<file path="src/rtl/calc_pkg.sv">
// rtl/calc_pkg.sv - shared constants and state type for the sequential divider
package calc_pkg;
  localparam int WIDTH = 24;
  localparam int CNT_W = $clog2(WIDTH);

  typedef enum logic [1:0] {
    IDLE = 2'd0,
    RUN  = 2'd1,
    DONE = 2'd2
  } div_state_t;
endpackage

</file>
<file path="src/rtl/div_step.sv">
// rtl/div_step.sv - one restoring shift-subtract step of the divider
module div_step
  import calc_pkg::*;
(
  input  logic [WIDTH-1:0] rem,
  input  logic             dvd_msb,
  input  logic [WIDTH-1:0] divisor,
  output logic [WIDTH-1:0] next_rem,
  output logic             q_bit
);
  logic [WIDTH:0] partial;
  logic [WIDTH:0] diff;

  // The shifted remainder needs the full W+1 bits: divisors above 2^(W-1) would otherwise lose rem's MSB.
  always_comb begin
    partial  = {rem, dvd_msb};
    diff     = partial - {1'b0, divisor};
    q_bit    = ~diff[WIDTH];
    next_rem = q_bit ? diff[WIDTH-1:0] : partial[WIDTH-1:0];
  end
endmodule

</file>
<file path="src/rtl/seq_divider.sv">
// rtl/seq_divider.sv - iterative restoring divider, one quotient bit per clock
// SIGNED_DIV_EN selects two's-complement operands with truncation toward zero.
module seq_divider
  import calc_pkg::*;
(
  input  logic             clk,
  input  logic             rst_n,
  input  logic             start,
  input  logic [WIDTH-1:0] dividend,
  input  logic [WIDTH-1:0] divisor,
  output logic             busy,
  output logic             done,
  output logic [WIDTH-1:0] quotient,
  output logic [WIDTH-1:0] remainder,
  output logic             div_by_zero
);
  div_state_t       state, state_nxt;
  logic [WIDTH-1:0] dvd_q, rem_q, quo_q, dsr_q;
  logic [CNT_W-1:0] cnt_q;
  logic             zero_pend;
  logic             accept;
  logic             divisor_zero;
  logic [WIDTH-1:0] dvd_in, dsr_in;
  logic [WIDTH-1:0] next_rem;
  logic             q_bit;
  logic [WIDTH-1:0] q_raw, q_fin, r_fin;

`ifdef SIGNED_DIV_EN
  logic neg_q, neg_r;

  always_comb begin
    dsr_in = divisor[WIDTH-1] ? -divisor : divisor;
    dvd_in = divisor_zero ? dividend : (dividend[WIDTH-1] ? -dividend : dividend);
    q_fin  = neg_q ? -q_raw : q_raw;
    r_fin  = neg_r ? -next_rem : next_rem;
  end

  always_ff @(posedge clk) begin
    if (!rst_n) begin
      neg_q <= 1'b0;
      neg_r <= 1'b0;
    end else if (accept) begin
      neg_q <= dividend[WIDTH-1] ^ divisor[WIDTH-1];
      neg_r <= dividend[WIDTH-1];
    end
  end
`else
  always_comb begin
    dsr_in = divisor;
    dvd_in = dividend;
    q_fin  = q_raw;
    r_fin  = next_rem;
  end
`endif

  div_step u_step (
    .rem      (rem_q),
    .dvd_msb  (dvd_q[WIDTH-1]),
    .divisor  (dsr_q),
    .next_rem (next_rem),
    .q_bit    (q_bit)
  );

  assign divisor_zero = (divisor == '0);
  assign q_raw        = {quo_q[WIDTH-2:0], q_bit};
  assign busy         = (state == RUN);
  assign done         = (state == DONE);

  // Divide-by-zero parks one cycle in IDLE with zero_pend so its done lands one edge after the start edge.
  always_comb begin
    state_nxt = state;
    accept    = 1'b0;
    case (state)
      IDLE: begin
        if (zero_pend) begin
          state_nxt = DONE;
        end else if (start) begin
          accept    = 1'b1;
          state_nxt = divisor_zero ? IDLE : RUN;
        end
      end
      RUN: begin
        if (cnt_q == '0) state_nxt = DONE;
      end
      DONE: begin
        if (start) begin
          accept    = 1'b1;
          state_nxt = divisor_zero ? IDLE : RUN;
        end else begin
          state_nxt = IDLE;
        end
      end
      default: state_nxt = IDLE;
    endcase
  end

  always_ff @(posedge clk) begin
    if (!rst_n) begin
      state       <= IDLE;
      dvd_q       <= '0;
      rem_q       <= '0;
      quo_q       <= '0;
      dsr_q       <= '0;
      cnt_q       <= '0;
      zero_pend   <= 1'b0;
      quotient    <= '0;
      remainder   <= '0;
      div_by_zero <= 1'b0;
    end else begin
      state <= state_nxt;
      if (accept) begin
        dvd_q       <= dvd_in;
        dsr_q       <= dsr_in;
        rem_q       <= '0;
        quo_q       <= '0;
        cnt_q       <= CNT_W'(WIDTH - 1);
        zero_pend   <= divisor_zero;
        div_by_zero <= 1'b0;
      end
      if (state == RUN) begin
        dvd_q <= {dvd_q[WIDTH-2:0], 1'b0};
        rem_q <= next_rem;
        quo_q <= q_raw;
        cnt_q <= cnt_q - 1'b1;
        if (cnt_q == '0) begin
          quotient  <= q_fin;
          remainder <= r_fin;
        end
      end
      if (state == IDLE && zero_pend) begin
        zero_pend   <= 1'b0;
        quotient    <= '1;
        remainder   <= dvd_q;
        div_by_zero <= 1'b1;
      end
    end
  end
endmodule

</file>
<file path="config.mk">
export PLATFORM = sky130hd
export DESIGN_NAME = seq_divider
export DESIGN_NICKNAME = d
export VERILOG_FILES = /design/src/rtl/calc_pkg.sv /design/src/rtl/div_step.sv /design/src/rtl/seq_divider.sv
export SDC_FILE = /design/constraint.sdc
export NUM_CORES = 1
export LEC_CHECK = 0
export ABC_CLOCK_PERIOD_IN_PS = 3600
export CAP_MARGIN = 25
export CORE_UTILIZATION = 50
export CTS_CLUSTER_DIAMETER = 150
export DETAILED_ROUTE_END_ITERATION = 6
export GPL_ROUTABILITY_DRIVEN = 1
export GPL_TIMING_DRIVEN = 1
export PLACE_DENSITY = 0.73
export SYNTH_ARGS = -nofsm -noshare
export SYNTH_HDL_FRONTEND = slang
export SYNTH_HIERARCHICAL = 1
export SYNTH_SLANG_ARGS = --single-unit
export TNS_END_PERCENT = 30
</file>
<file path="constraint.sdc">
create_clock -name clk -period 3.6 [get_ports clk]
set_input_delay 0.54 -clock clk [delete_from_list [all_inputs] [get_ports clk]]
set_output_delay 0.54 -clock clk [all_outputs]
set_load 0.1 [all_outputs]
</file>
==> run_1/floorplan.png <==
The bar under the picture is 50 um long. Pins as bars on the die edge. Tap cells in gray.
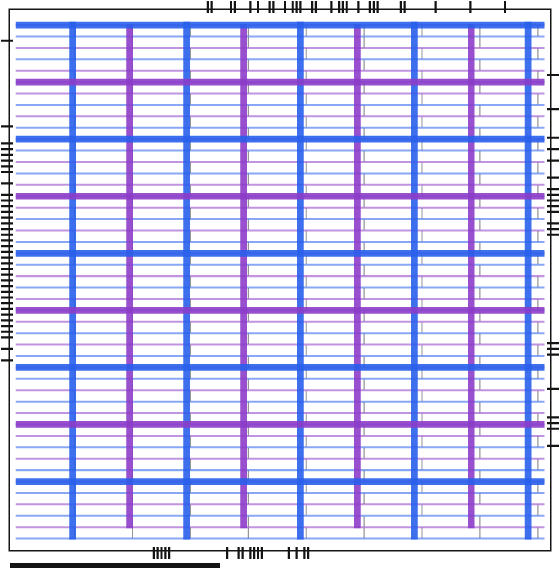
legend:
  blue:
    net: VSS
  purple:
    net: VDD
tap cells: 211
met5 straps: 9
met1 rails: 46
rows: 45

==> run_1/class_map.png <==
The bar under the picture is 50 um long.
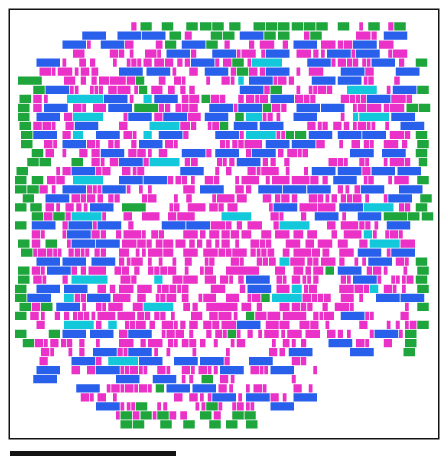
legend:
  magenta:
    class: remaining logic cells
    cells: 737
    share_of_their_area: 49%
  cyan:
    class: clock drivers and dummy loads
    cells: 32
    share_of_their_area: 6.2%
  blue:
    class: registers
    cells: 152
    share_of_their_area: 32%
  green:
    class: remaining buffers and delay cells
    cells: 116
    share_of_their_area: 12%

==> out/summary.rpt, run 1 <==
PLACE
--------------------------------------------------------------------------------
Instance area at placement                                             9110 um^2
Routability congestion estimate                                            0.888
Half-perimeter wire length of the detailed placement result             14200 um
Pre-CTS setup slack                                                       273 ps
# placed instances                                                          1216
PortBufs                                                                     101

SYNTHESIS
--------------------------------------------------------------------------------
Synth warn                                                                     6
Seq cells post-synth                                                         152
Area reported by Yosys stat                                            8030 um^2
Tally of unique sky130hd cells used after synthesis                           69
Proportion of synthesized chip area in sequential cells                    0.379
Number of cell instances after yosys synthesis                               958
Share of flip-flops with an asynchronous set or reset                          0
Mean instance size in the synthesized netlist                          8.38 um^2
Synth Net Count                                                             1035
Post-synth tally of flip-flops with integrated enable                          0
Most instantiated flip-flop cell in the synthesis netlist           sky130_fd_sc_hd__dfxtp_1
Synth Cell Area                                                        8030 um^2
Mapped Cells                                                                 958

POWER
--------------------------------------------------------------------------------
PwrDens                                                             1050 nW/um^2
Worst voltage drop across the vdd grid                                    811 uV
Overall power of the completed layout                                   0.0102 W
Total leakage power                                                      3.57 nW

FINAL LAYOUT
--------------------------------------------------------------------------------
Layout Cells excl Fill                                                      1248
Largest area class, layout                                          combinational gates
Portion of the layout cell area used by non-clock buffers                  0.121
Final standard cell area without fillers                               9700 um^2
Total number of sequential cells                                             152
Count of clock buffers in the final design                                    18
Ratio of cells with drive above 1 in the final layout                      0.111
Number of inserted diodes                                                      0
Layout Area Growth over Synthesis                                          20.8%
Clock Network Area Fraction                                               0.0608
Top Layout Cells                                                    sky130_fd_sc_hd__nand2_1 (165), sky130_fd_sc_hd__dfxtp_1 (152), sky130_fd_sc_hd__clkdlybuf4s50_1 (99)
Proportion of cell area occupied by registers                              0.314
Most frequent logic cell in the layout                              sky130_fd_sc_hd__nand2_1
Logic share of the area                                                    0.464
Count of inverters not on the clock network in the layout                     36
Final #Nets                                                                 1101
Area used by sequential logic in the layout                            3040 um^2
#MultiIn Comb                                                                701
Total of fill cells in the finished design                                  1375
Comb. cell area                                                        4500 um^2
Total of plain and repair buffers excluding clock buffers                    116

SETUP PATH
--------------------------------------------------------------------------------
Ordered cell list for the critical path                             inv_1 -> ha_1 -> inv_1 -> fa_1 -> a211oi_1 -> o21bai_1 -> o211ai_2 -> and3_4 -> o311ai_4 -> xor2_4 -> buf_4 -> mux2_2 -> a21oi_1 -> a21oi_2
Max FO, Critical Path                                                         11
Crit path buffers/inverters                                                    3
Critical path start-end classification                                reg -> reg
Nature of the critical path startpoint                                  register
Cell family contributing the most delay on the critical path        AND-OR/OR-AND gates
Largest stage delay on the critical path                                  410 ps
Type of destination of the critical path                                register
Cell seen most often among critical-path stages                     sky130_fd_sc_hd__inv_1
Worst path required time                                                 3910 ps
Crit-path slowest cell                                              sky130_fd_sc_hd__o311ai_4
Arrival time of data at the critical path endpoint                       3670 ps

ROUTING
--------------------------------------------------------------------------------
Antenna violation net count after detailed routing                             0
Detailed-route vias per instance                                            5.66
Number of detailed-route iterations in the first pass                          5
Routed WL                                                               20800 um
Remaining design rule violation count                                          0
Drt initial violations                                                       372
Routed WL per cell                                                       16.7 um
Vias after detailed routing                                                 7062

GLOBAL ROUTING
--------------------------------------------------------------------------------
Global router's overall resource usage                                     0.258
Largest net degree at the start of global routing                             78
Number of antenna violations at the first check in global routing              1
Via count of the first global-routing pass                                  6503
Wire length of the first global-routing pass                            33100 um
Overflow after GRT                                                             0

RUN
--------------------------------------------------------------------------------
Total tool warning count                                                      26
Total of max-cap violations                                                    0

TIMING
--------------------------------------------------------------------------------
Skew final                                                               7.45 ps
Accumulated negative setup slack                                            0 ps
RSZ-0062 raised after global routing                                          no
Worst slew slack as a fraction of its limit                                0.319
Transition time of the tightest slew-check pin                           1020 ps
Final hold violation count                                                     0
Pins Over Slew Limit                                                           0
Final setup fails                                                              0
Min setup slack post-route                                                238 ps
Final cycle utilization of the critical path                               0.934
Time the worst path needs with I/O delays and setup                      3360 ps
Fmax                                                                     297 MHz

CLOCKING
--------------------------------------------------------------------------------
TritonCTS clock tree                                                        done
Post-CTS setup repair buffer count                                             0
Hold-fix buffers, CTS                                                          0
Later-pin clock latency in the skew report                                430 ps
Root buffer selected by CTS                                         sky130_fd_sc_hd__clkbuf_16
Maximum clock path buffer count                                                2
Clock transition at the registers of the reported paths                    60 ps
Number of H-tree branching levels                                              4
Number of CTS-inserted buffers                                                17
Sink count of the clock tree                                                 152
CTS-repair resized insts                                                       0

FLOORPLANNING
--------------------------------------------------------------------------------
Tapcell Cnt                                                                  211
Std cell rows                                                                 45
I/O pin count                                                                102
Total die size                                                        16600 um^2
Placeable Area                                                        15400 um^2
Core utilization before placement                                          0.520
Chip Width                                                                129 um
Chip height                                                               129 um

STATUS
--------------------------------------------------------------------------------
Result of the run                                                      completed

WORST HOLD PATH
--------------------------------------------------------------------------------
Hold/Removal Path Class                                               reg -> reg

==> run_1/clock_wires.png <==
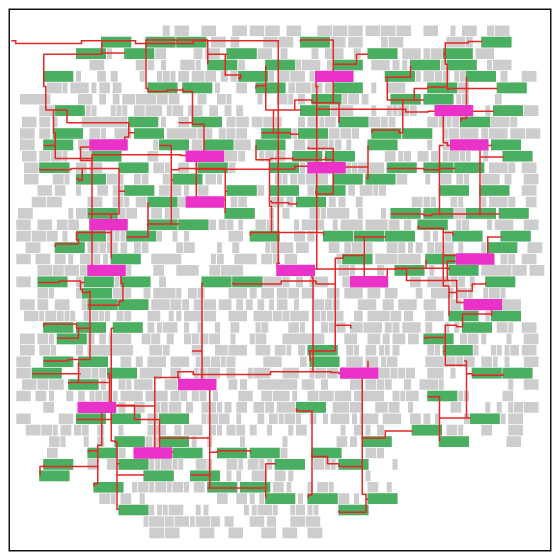
legend:
  magenta:
    item: clock-net drivers
    count: 17
  red:
    item: clock wires
    length: 1870 um
  green:
    item: flip-flops
    count: 152
flops lie: spread over the die
routed clock nets: 18

==> run_1/layers.png <==
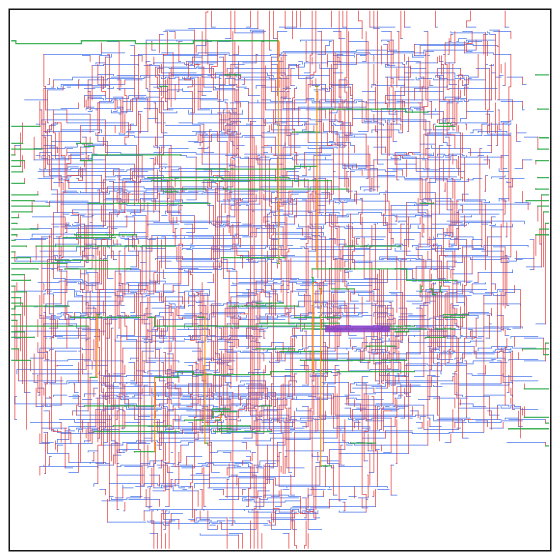
legend:
  orange:
    layer: M4
    wire_length: 224 um
  purple:
    layer: M5
    wire_length: 13.8 um
  green:
    layer: M3
    wire_length: 1120 um
  red:
    layer: M2
    wire_length: 9750 um
  blue:
    layer: M1
    wire_length: 9700 um

==> run 1: through the flow <==
step / hold WS [ps] / utilization
3_5_place_dp: 448 / 0.590
3_3_place_gp: 445 / 0.590
2_1_floorplan: 418 / -
5_1_grt: 479 / 0.629
6_report: 458 / 0.629
4_1_cts: 458 / 0.629
==> run 1: cell usage after synthesis (16+ instances only) <==
cell type,instances,share of area
sky130_fd_sc_hd__o21ai_0,39,0.024
sky130_fd_sc_hd__a22oi_1,24,0.022
sky130_fd_sc_hd__nand2_1,166,0.078
sky130_fd_sc_hd__nor3b_2,16,0.025
sky130_fd_sc_hd__buf_2,24,0.015
sky130_fd_sc_hd__nor3_1,25,0.016
sky130_fd_sc_hd__dfxtp_1,152,0.38
sky130_fd_sc_hd__nor2_1,40,0.019
sky130_fd_sc_hd__mux2_4,18,0.034
sky130_fd_sc_hd__a21boi_0,96,0.090
sky130_fd_sc_hd__nand3_1,57,0.036
sky130_fd_sc_hd__ha_1,25,0.039
sky130_fd_sc_hd__clkbuf_1,28,0.013
sky130_fd_sc_hd__inv_1,35,0.016
sky130_fd_sc_hd__a21oi_1,67,0.042
==> run 1: worst register-to-register path, stage by stage, from the launching register on <==
cell                       delay [ps]
sky130_fd_sc_hd__dfxtp_1          340
sky130_fd_sc_hd__inv_1             60
sky130_fd_sc_hd__ha_1             190
sky130_fd_sc_hd__inv_1             70
sky130_fd_sc_hd__fa_1             220
sky130_fd_sc_hd__a211oi_1          90
sky130_fd_sc_hd__o21bai_1         380
sky130_fd_sc_hd__o211ai_2         130
sky130_fd_sc_hd__and3_4           200
sky130_fd_sc_hd__o311ai_4         410
sky130_fd_sc_hd__xor2_4           250
sky130_fd_sc_hd__buf_4            280
sky130_fd_sc_hd__mux2_2           380
sky130_fd_sc_hd__a21oi_1          170
sky130_fd_sc_hd__a21oi_2           70
==> run 1: per-layer routing <==
layer | GRT usage | share of wire | vias up
li1 | - | - | 3487
met1 | 0.338 | 0.47 | 3356
met2 | 0.424 | 0.47 | 196
met3 | 0.0524 | 0.054 | 21
met4 | 0.0830 | 0.011 | 2
met5 | 0 | 0.00062 | -
==> run 1: report_power, final <==
part | switching [W] | internal (W) | total, W
combinational | 0.00346 | 0.00281 | 0.00627
sequential | 0.000211 | 0.00194 | 0.00215
clock | 0.000734 | 0.00104 | 0.00177
==> run 1: kinds of logic (layout without fill, tap and decap cells) <==
group,Yosys count,in the layout,synth area share
mux,27,27,0.0457
simple gates,357,357,0.220
fa+ha+maj,26,26,0.0415
flops,152,152,0.379
compound gates,274,274,0.231
buf+inv,105,184,0.0625
xor+xnor,17,17,0.0209
==> run 1: path summary, 6_finish.rpt <==
kind                                    from            end  slack (ps)  cells past startpoint
worst max-delay path               dvd_q[23]  remainder[23]         240                     14
worst min-delay path            remainder[4]   remainder[4]         460                      2
worst max register to register     dvd_q[23]  remainder[23]         240                     14
worst min register to register  remainder[4]   remainder[4]         460                      2
==> run 1: sequential cells by signal (all words and copies together), names as in the netlist <==
name,cells
div_by_zero,1
dsr_q,24
state,2
quotient,24
dvd_q,24
quo_q,23
rem_q,24
remainder,24
zero_pend,1
cnt_q,5
==> inputs of run 2 (changes only) <==
CTS_CLUSTER_SIZE = 10   (was unset)
==> run_2/floorplan.png <==
The bar under the picture is 50 um long. Pins as bars on the die edge. Tap cells in gray.
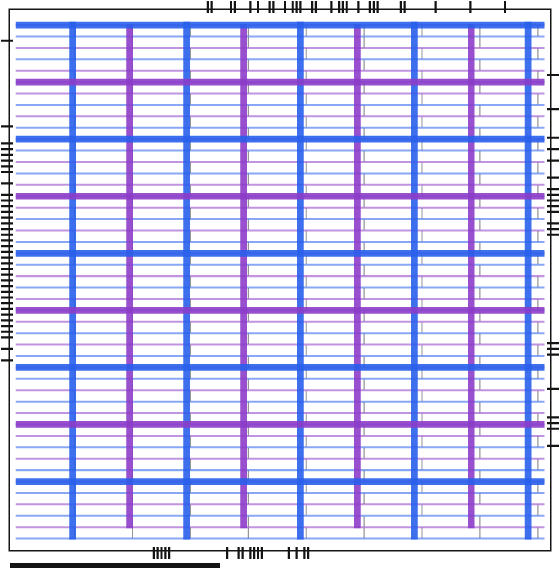
legend:
  blue:
    net: VSS
  purple:
    net: VDD
rows: 45
tap cells: 211

==> run 2 against run 1 <==
  * Largest power group unchanged
  * Maximum frequency did not move
  * Global-route usage did not move
  * Total power did not move
==> out/summary.rpt, run 2 <==
GLOBAL ROUTING
--------------------------------------------------------------------------------
Via count of the first global-routing pass                                  6503   unchanged
Wire length of the first global-routing pass                            33100 um   unchanged
Global router's overall resource usage                                     0.258   unchanged
Overflow after GRT                                                             0   unchanged
Number of antenna violations at the first check in global routing              1   unchanged

CLOCKING
--------------------------------------------------------------------------------
Later-pin clock latency in the skew report                                430 ps   about the same
Sink count of the clock tree                                                 152   unchanged
Maximum clock path buffer count                                                2   unchanged
Root buffer selected by CTS                                         sky130_fd_sc_hd__clkbuf_16
Hold-fix buffers, CTS                                                          0   unchanged
Number of H-tree branching levels                                              4   unchanged
Post-CTS setup repair buffer count                                             0   unchanged
Clock transition at the registers of the reported paths                    60 ps   about the same

STATUS
--------------------------------------------------------------------------------
Result of the run                                                      completed

TIMING
--------------------------------------------------------------------------------
Final cycle utilization of the critical path                               0.934   unchanged
Pins Over Slew Limit                                                           0   unchanged
Fmax                                                                     297 MHz   unchanged
Transition time of the tightest slew-check pin                           1020 ps   unchanged
Worst slew slack as a fraction of its limit                                0.319   unchanged
Accumulated negative setup slack                                            0 ps   unchanged
RSZ-0062 raised after global routing                                          no

FLOORPLANNING
--------------------------------------------------------------------------------
Std cell rows                                                                 45   unchanged
Total die size                                                        16600 um^2   unchanged
I/O pin count                                                                102   unchanged
Core utilization before placement                                          0.520   unchanged
Chip height                                                               129 um   unchanged

WORST HOLD PATH
--------------------------------------------------------------------------------
Hold Crit Depth                                                                2   unchanged
Hold path startpoint                                                remainder[4]

ROUTING
--------------------------------------------------------------------------------
Remaining design rule violation count                                          0   unchanged
Drt initial violations                                                       372   unchanged
Routed WL per cell                                                       16.7 um   unchanged
Number of detailed-route iterations in the first pass                          5   unchanged
Vias after detailed routing                                                 7062   unchanged
Antenna violation net count after detailed routing                             0   unchanged
Detailed-route vias per instance                                            5.66   unchanged

POWER
--------------------------------------------------------------------------------
Total leakage power                                                      3.57 nW   unchanged
Worst voltage drop across the vdd grid                                    811 uV   unchanged
Switching power of the nets                                            0.00440 W   unchanged
Part of the power in combinational logic                                   0.615   about the same
PwrDens                                                             1050 nW/um^2   unchanged
Portion of total power attributed to the clock network                     0.174   about the same

SETUP PATH
--------------------------------------------------------------------------------
Depth of the worst register-to-register path                                  14   unchanged
Reg2reg start                                                          dvd_q[23]
Max FO, Critical Path                                                         11   unchanged
Nature of the critical path startpoint                                  register
Crit path launch                                                       dvd_q[23]
Type of destination of the critical path                                register

SYNTHESIS
--------------------------------------------------------------------------------
Mean instance size in the synthesized netlist                          8.38 um^2   unchanged
Leading area contributor after synthesis                            sky130_fd_sc_hd__dfxtp_1
Synth Cell Area                                                        8030 um^2   unchanged
Most instantiated flip-flop cell in the synthesis netlist           sky130_fd_sc_hd__dfxtp_1
Area reported by Yosys stat                                            8030 um^2   unchanged
Share of flip-flops with an asynchronous set or reset                          0   unchanged
Dominant cell by count in the synthesized netlist                   sky130_fd_sc_hd__nand2_1
Mapped Cells                                                                 958   unchanged
Cell types with the highest counts after synthesis                  sky130_fd_sc_hd__nand2_1 (166), sky130_fd_sc_hd__dfxtp_1 (152), sky130_fd_sc_hd__a21boi_0 (96)

RUN
--------------------------------------------------------------------------------
Total of max-cap violations                                                    0   unchanged
Total tool warning count                                                      26   unchanged

PLACE
--------------------------------------------------------------------------------
Routability congestion estimate                                            0.888   unchanged
Half-perimeter wire length of the detailed placement result             14200 um   unchanged

FINAL LAYOUT
--------------------------------------------------------------------------------
Layout Area Growth over Synthesis                                          20.8%   unchanged
Final #Nets                                                                 1101   unchanged
Number of inserted diodes                                                      0   unchanged

==> run_2/class_map.png <==
The bar under the picture is 50 um long.
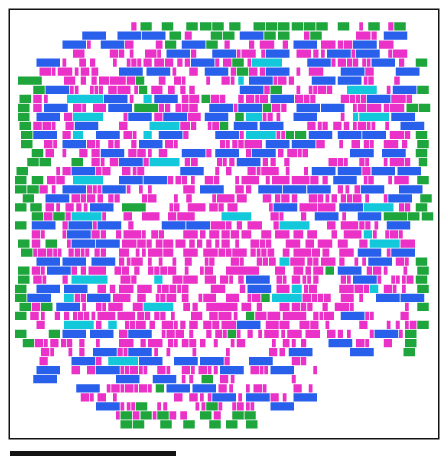
final standard cell area without fillers: 9700 um^2
Placeable Area: 15400 um^2

## run 2: cell type report
cell class              count  area [um^2]
fillers                  1375         5730
multi-input cells         701         4500
flip-flops and latches    152         3040
repair buffers            116         1170
clock buffers              18          439
well taps                 211          264
clock inverters            14          150
inverters                  36          135
## run 2: final timing paths
kind / to / slack, ps
max reg2reg: remainder[23] / 240
min reg2reg: remainder[4] / 460
max: remainder[23] / 240
min: remainder[4] / 460
## run 2: cell families (layout without fill, tap and decap cells)
logic type | after synthesis | count (layout) | synth area share
AND/OR/NAND/NOR | 357 | 357 | 0.220
AND-OR/OR-AND | 274 | 274 | 0.231
flip-flops | 152 | 152 | 0.379
buffers and inverters | 105 | 184 | 0.0625
multiplexers | 27 | 27 | 0.0457
adder cells (fa/ha/maj) | 26 | 26 | 0.0415
XOR/XNOR | 17 | 17 | 0.0209
## run 2: power groups by stage
stage          clock network (W)  logic [W]  registers, W
2_1_floorplan                  0    0.00470       0.00275
3_3_place_gp                   0    0.00608       0.00219
3_5_place_dp                   0    0.00614       0.00219
4_1_cts                  0.00180    0.00621       0.00215
5_1_grt                  0.00186    0.00673       0.00219
6_report                 0.00177    0.00627       0.00215
## run 2: through the flow
| stage | hold WS (ps) | area [um^2] | utilization | cells | worst slack (ps) |
|---|---|---|---|---|---|
| finish | 458 | 9700 | 0.629 | 1248 | 238 |
| global route | 479 | 9700 | 0.629 | 1248 | 17.6 |
| CTS | 458 | 9700 | 0.629 | 1248 | 253 |
| detailed placement | 448 | 9110 | 0.590 | 1216 | 273 |
| global placement | 445 | 9110 | 0.590 | 1216 | 372 |
| floorplan | 418 | 8030 | - | 958 | 634 |
## run 2: routing by layer
metal | routed length [um] | GRT usage
met1 | 9700 | 0.338
met2 | 9750 | 0.424
met3 | 1120 | 0.0524
met4 | 224 | 0.0830
met5 | 13 | 0
## run 2: worst max-delay path, cell delays in order, from the launching register on
cell                       delay (ps)
sky130_fd_sc_hd__dfxtp_1          340
sky130_fd_sc_hd__inv_1             60
sky130_fd_sc_hd__ha_1             190
sky130_fd_sc_hd__inv_1             70
sky130_fd_sc_hd__fa_1             220
sky130_fd_sc_hd__a211oi_1          90
sky130_fd_sc_hd__o21bai_1         380
sky130_fd_sc_hd__o211ai_2         120
sky130_fd_sc_hd__and3_4           200
sky130_fd_sc_hd__o311ai_4         410
sky130_fd_sc_hd__xor2_4           250
sky130_fd_sc_hd__buf_4            280
sky130_fd_sc_hd__mux2_2           380
sky130_fd_sc_hd__a21oi_1          170
sky130_fd_sc_hd__a21oi_2           70
Power is estimated from default activity; no workload was simulated.
